### Wire density map

Drawn at 3 px/um. The die is cut into 24 by 24 equal tiles; dark blue is low, red is high, scaled to the fullest tile. Values are wire area over tile area, all layers added.
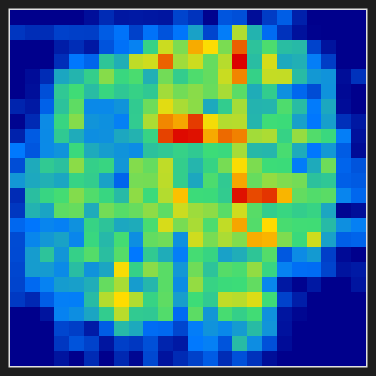
### Pin map

Drawn at 4 px/um. Pins as bars across the die edge, other pins in gray.
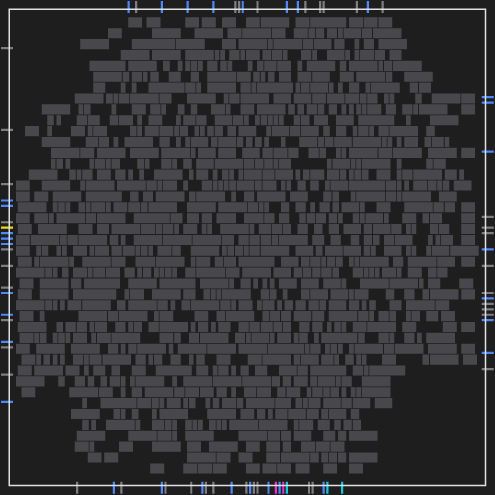
--- src/rtl/leaderboard_pkg.sv ---
`default_nettype none
// ============================================================================
// leaderboard_pkg : shared types, button indices and field helpers
// Rev 1.0
// ============================================================================
package leaderboard_pkg;

  typedef enum logic [1:0] {
    ST_CLEAR   = 2'd0,
    ST_COLLECT = 2'd1,
    ST_DISPLAY = 2'd2,
    ST_DONE    = 2'd3
  } state_t;

  localparam int BTN_NEXT    = 0;
  localparam int BTN_PREV    = 1;
  localparam int BTN_RESTART = 2;

  localparam int MAX_FIELD_W = 64;
  typedef logic [MAX_FIELD_W-1:0]   field_t;
  typedef logic [2*MAX_FIELD_W-1:0] word_t;

  function automatic field_t low_mask(input int unsigned w);
    return (w >= MAX_FIELD_W) ? '1 : ((field_t'(1) << w) - field_t'(1));
  endfunction

  // All-ones score marks end of stream.
  function automatic field_t eos_marker(input int unsigned score_w);
    return low_mask(score_w);
  endfunction

  function automatic field_t score_of(input word_t word, input int unsigned score_w);
    return field_t'(word) & low_mask(score_w);
  endfunction

  function automatic field_t id_of(input word_t word, input int unsigned score_w,
                                   input int unsigned id_w);
    return field_t'(word >> score_w) & low_mask(id_w);
  endfunction

endpackage
`default_nettype wire

--- src/rtl/leaderboard_insert.sv ---
`default_nettype none
// ============================================================================
// leaderboard_insert : priority compare giving the insertion shift mask
// Rev 1.0
// ============================================================================
module leaderboard_insert #(
  parameter int DEPTH   = 3,
  parameter int SCORE_W = 16
) (
  input  logic [DEPTH-1:0]              slot_valid,
  input  logic [DEPTH-1:0][SCORE_W-1:0] slot_score,
  input  logic [SCORE_W-1:0]            new_score,
  output logic [DEPTH-1:0]              shift_mask,
  output logic                          accept
);

  logic found;

  // Once the first empty or strictly-lower slot is seen, every later slot moves.
  always_comb begin
    found      = 1'b0;
    shift_mask = '0;
    for (int i = 0; i < DEPTH; i++) begin
      found         = found | ~slot_valid[i] | (new_score > slot_score[i]);
      shift_mask[i] = found;
    end
  end

  assign accept = shift_mask[DEPTH-1];

endmodule
`default_nettype wire

--- src/rtl/leaderboard_topn.sv ---
`default_nettype none
// ============================================================================
// leaderboard_topn : sorted top-DEPTH score table with button paging
// Rev 1.0
// ============================================================================
module leaderboard_topn
  import leaderboard_pkg::*;
#(
  parameter int DEPTH   = 3,
  parameter int ID_W    = 16,
  parameter int SCORE_W = 16,
  parameter int IDX_W   = $clog2(DEPTH + 1)
) (
  input  logic                    clk,
  input  logic                    rst,
  input  logic                    in_valid,
  input  logic [ID_W+SCORE_W-1:0] in_data,
  output logic                    in_ready,
  input  logic [2:0]              buttons,
  output logic                    out_valid,
  output logic [ID_W+SCORE_W-1:0] userid_score_output,
  output logic [IDX_W-1:0]        out_rank,
  output logic [IDX_W-1:0]        entry_count,
  output logic                    scoreboard_eof
);

  localparam int DW = ID_W + SCORE_W;

  state_t                      state, next_state;
  logic [2:0]                  btn_q, btn_rise;
  logic                        restart, go_next, go_prev;
  logic                        transfer, is_eos, accept, table_clear;
  logic [DEPTH-1:0][DW-1:0]    slot_data, shifted_data;
  logic [DEPTH-1:0][SCORE_W-1:0] slot_score;
  logic [DEPTH-1:0]            slot_valid, shifted_valid, shift_mask, ins_at;
  logic [IDX_W-1:0]            rank, next_rank, count;
  logic [DW-1:0]               sel_data;
  logic                        show_entry;

  assign btn_rise    = buttons & ~btn_q;
  assign restart     = btn_rise[BTN_RESTART];
  assign go_next     = btn_rise[BTN_NEXT] & ~btn_rise[BTN_PREV];
  assign go_prev     = btn_rise[BTN_PREV] & ~btn_rise[BTN_NEXT];
  assign in_ready    = (state == ST_COLLECT);
  assign transfer    = in_valid & in_ready;
  assign is_eos      = (score_of(word_t'(in_data), SCORE_W) == eos_marker(SCORE_W));
  assign out_rank    = rank;
  assign entry_count = count;

  for (genvar i = 0; i < DEPTH; i++) begin : g_slot
    assign slot_score[i] = slot_data[i][SCORE_W-1:0];
    if (i == 0) begin : g_head
      assign ins_at[i]        = shift_mask[i];
      assign shifted_data[i]  = '0;
      assign shifted_valid[i] = 1'b0;
    end else begin : g_body
      assign ins_at[i]        = shift_mask[i] & ~shift_mask[i-1];
      assign shifted_data[i]  = slot_data[i-1];
      assign shifted_valid[i] = slot_valid[i-1];
    end
  end

  leaderboard_insert #(
    .DEPTH   (DEPTH),
    .SCORE_W (SCORE_W)
  ) u_insert (
    .slot_valid (slot_valid),
    .slot_score (slot_score),
    .new_score  (in_data[SCORE_W-1:0]),
    .shift_mask (shift_mask),
    .accept     (accept)
  );

  always_comb begin
    next_state  = state;
    next_rank   = rank;
    table_clear = 1'b0;
    if (restart) begin
      next_state  = ST_CLEAR;
      table_clear = 1'b1;
    end else begin
      case (state)
        ST_CLEAR: begin
          next_state  = ST_COLLECT;
          table_clear = 1'b1;
        end
        ST_COLLECT: begin
          if (transfer && is_eos) begin
            next_state = ST_DISPLAY;
            next_rank  = '0;
          end
        end
        ST_DISPLAY: begin
          if (count == '0) begin
            next_state = ST_DONE;
          end else if (go_next) begin
            if (rank + IDX_W'(1) < count) next_rank = rank + IDX_W'(1);
            else                          next_state = ST_DONE;
          end else if (go_prev && rank != '0) begin
            next_rank = rank - IDX_W'(1);
          end
        end
        ST_DONE:  next_state = ST_DONE;
        default:  next_state = ST_CLEAR;
      endcase
    end
    if (next_state == ST_CLEAR) next_rank = '0;
  end

  always_comb begin
    sel_data = '0;
    for (int i = 0; i < DEPTH; i++) begin
      if (next_rank == IDX_W'(i)) sel_data = slot_data[i];
    end
  end

  assign show_entry = (next_state == ST_DISPLAY) && (next_rank < count);

  always_ff @(posedge clk) begin
    if (!rst || table_clear) begin
      slot_data  <= '0;
      slot_valid <= '0;
      count      <= '0;
    end else if (transfer && !is_eos && accept) begin
      for (int i = 0; i < DEPTH; i++) begin
        if (shift_mask[i]) begin
          slot_data[i]  <= ins_at[i] ? in_data : shifted_data[i];
          slot_valid[i] <= ins_at[i] | shifted_valid[i];
        end
      end
      if (count != IDX_W'(DEPTH)) count <= count + IDX_W'(1);
    end
  end

  // Outputs are registered from the next-state view so they line up with state.
  always_ff @(posedge clk) begin
    if (!rst) begin
      state               <= ST_CLEAR;
      rank                <= '0;
      btn_q               <= '0;
      out_valid           <= 1'b0;
      userid_score_output <= '0;
      scoreboard_eof      <= 1'b0;
    end else begin
      state               <= next_state;
      rank                <= next_rank;
      btn_q               <= buttons;
      out_valid           <= show_entry;
      userid_score_output <= show_entry ? sel_data : '0;
      scoreboard_eof      <= (next_state == ST_DONE);
    end
  end

endmodule
`default_nettype wire

--- config.mk ---
export PLATFORM = sky130hd
export DESIGN_NAME = leaderboard_topn
export DESIGN_NICKNAME = d
export VERILOG_FILES = /design/src/rtl/leaderboard_pkg.sv /design/src/rtl/leaderboard_insert.sv /design/src/rtl/leaderboard_topn.sv
export SDC_FILE = /design/constraint.sdc
export NUM_CORES = 1
export LEC_CHECK = 0
export CORE_UTILIZATION = 55
export DETAILED_ROUTE_END_ITERATION = 10
export PLACE_DENSITY = 0.85
export SLEW_MARGIN = 20
export SYNTH_ARGS = -nofsm -noshare
export SYNTH_HDL_FRONTEND = slang
export SYNTH_HIERARCHICAL = 1
export SYNTH_SLANG_ARGS = --single-unit
export TNS_END_PERCENT = 10
--- constraint.sdc ---
create_clock -name clk -period 4.45 [get_ports clk]
set_input_delay 0.89 -clock clk [delete_from_list [all_inputs] [get_ports clk]]
set_output_delay 0.89 -clock clk [all_outputs]
set_load 0.1 [all_outputs]
==> results.ini <==
[logic_synthesis]
synth.distinct_cells = 47
synthCells = 883
synthesis.nets = 979
top_area_share_pct = 37.96

[worst_setup_path]
critPathBufInv = 2
cp.arrival_ns = 4.17
crit_fanout = 18

[floorplan]
die_h_um = 118.7

[grt]
grt_overflow = 0

[job]
warnings = 33
drv_cap = 0

[worst_hold_path]
hold_path.class = reg2reg

[cells_and_area]
fin_util_pct = 69.11
fin_cells = 1143

[run_status]
outcome = completed

[detailed_routing]
viasPerCell = 5.906
wl_per_cell_um = 16.81
vias = 6750

[sta]
slew_headroom_pct = 27.46
timing.final.crit_share_pct = 88.06
final.min_clock_period_ns = 3.919

[placed_design]
port_buffers = 76
dpl.cell_count = 1111

[cts]
path_clk_slew_ns = 0.06

Back to the opening pictures, 'Wire density map':
mean over tiles: 0.22
emptiest ninth of the die: south-east
nearly empty tiles: 13%

Back to the opening pictures, 'Pin map':
legend:
  yellow:
    port: out_valid
    pins: 1
    direction: output
    edge: west
  cyan:
    port: buttons
    pins: 3
    direction: input
    edge: south
  blue:
    port: userid_score_output
    pins: 32
    direction: output
    edge: 9 west, 8 south, 8 north, 7 east
  magenta:
    port: out_rank
    pins: 2
    direction: output
    edge: south
all pins by edge: 24 south, 20 west, 17 north, 16 east

[synthesized netlist by cell type (3+ instances only)]
master	instances
mux2i_1	65
o211ai_1	4
a32oi_1	32
a21o_1	5
nand4_1	13
nand2_1	105
inv_1	58
ha_1	58
and2_1	42
dfxtp_1	142
and3_1	4
o21ai_1	3
clkbuf_1	48
nor2_1	78
a211oi_1	66
a21oi_1	84
a221o_1	3
nand3_1	9
nor2b_1	9
o21ai_0	3
nand2b_1	5
buf_2	9
nor4_1	4
[layout make-up]
| type | instances | area (sq um) | share of cell area (%) |
|---|---|---|---|
| Multi-Input combinational cell | 622 | 4189 | 45.77 |
| Tap cell | 176 | 220.2 | 2.406 |
| Sequential cell | 142 | 2843 | 31.06 |
| Inverter | 58 | 217.7 | 2.379 |
| Clock buffer | 19 | 442.9 | 4.839 |
| Clock inverter | 13 | 138.9 | 1.517 |
| Timing Repair Buffer | 113 | 1101 | 12.03 |
[sequential cells by signal, summed over array words and instances, names as in the netlist]
name                 flops
shifted_data            64
slot_data               32
userid_score_output     32
btn_q                    3
slot_valid               3
entry_count              2
out_rank                 2
state                    2
out_valid                1
scoreboard_eof           1
[power by group]
group | total, mW | switching [mW] | internal [mW]
sequential | 1.29 | 0.00788 | 1.28
clock | 1.40 | 0.564 | 0.840
combinational | 0.266 | 0.163 | 0.104
total | 2.96 | 0.734 | 2.23
[kinds of logic after synthesis]
logic type                 count (synthesis)  share of synthesized area [%]
AOI/OAI and AO/OA                        217                          19.58
xor gates and xnor gates                   1                         0.1170
buffers and inverters                    119                          6.416
and+or+nand+nor                          280                          17.39
DFF                                      142                          37.96
adders and majority gates                 58                          9.691
muxes                                     66                          8.839
[worst reg2reg max path, stage by stage (launching register included)]
cell	delay (ns)
dfxtp_1	0.39
inv_1	0.08
ha_1	0.32
ha_1	0.28
a21boi_0	0.15
nor4bb_1	0.52
o21ai_0	0.30
a221o_1	0.40
and2_1	0.16
ha_1	0.26
inv_1	0.03
o211ai_1	0.37
buf_12	0.24
a21oi_1	0.10
[layer usage]
metal / wire length (um) / share of wire [%] / track usage (%)
met2: 9190 / 48 / 45.91
met4: 502 / 2.6 / 13.37
met1: 8208 / 43 / 35.24
met5: 0 / 0 / 0
met3: 1315 / 6.8 / 7.191
[worst paths after layout]
check,from,to,slack [ns],cells past startpoint
max,in_data[15],slot_data[74],0.53,14
min,shifted_data[55],shifted_data[55],0.47,2
max reg2reg,out_rank[0],userid_score_output[15],0.72,13
min reg2reg,shifted_data[55],shifted_data[55],0.47,2
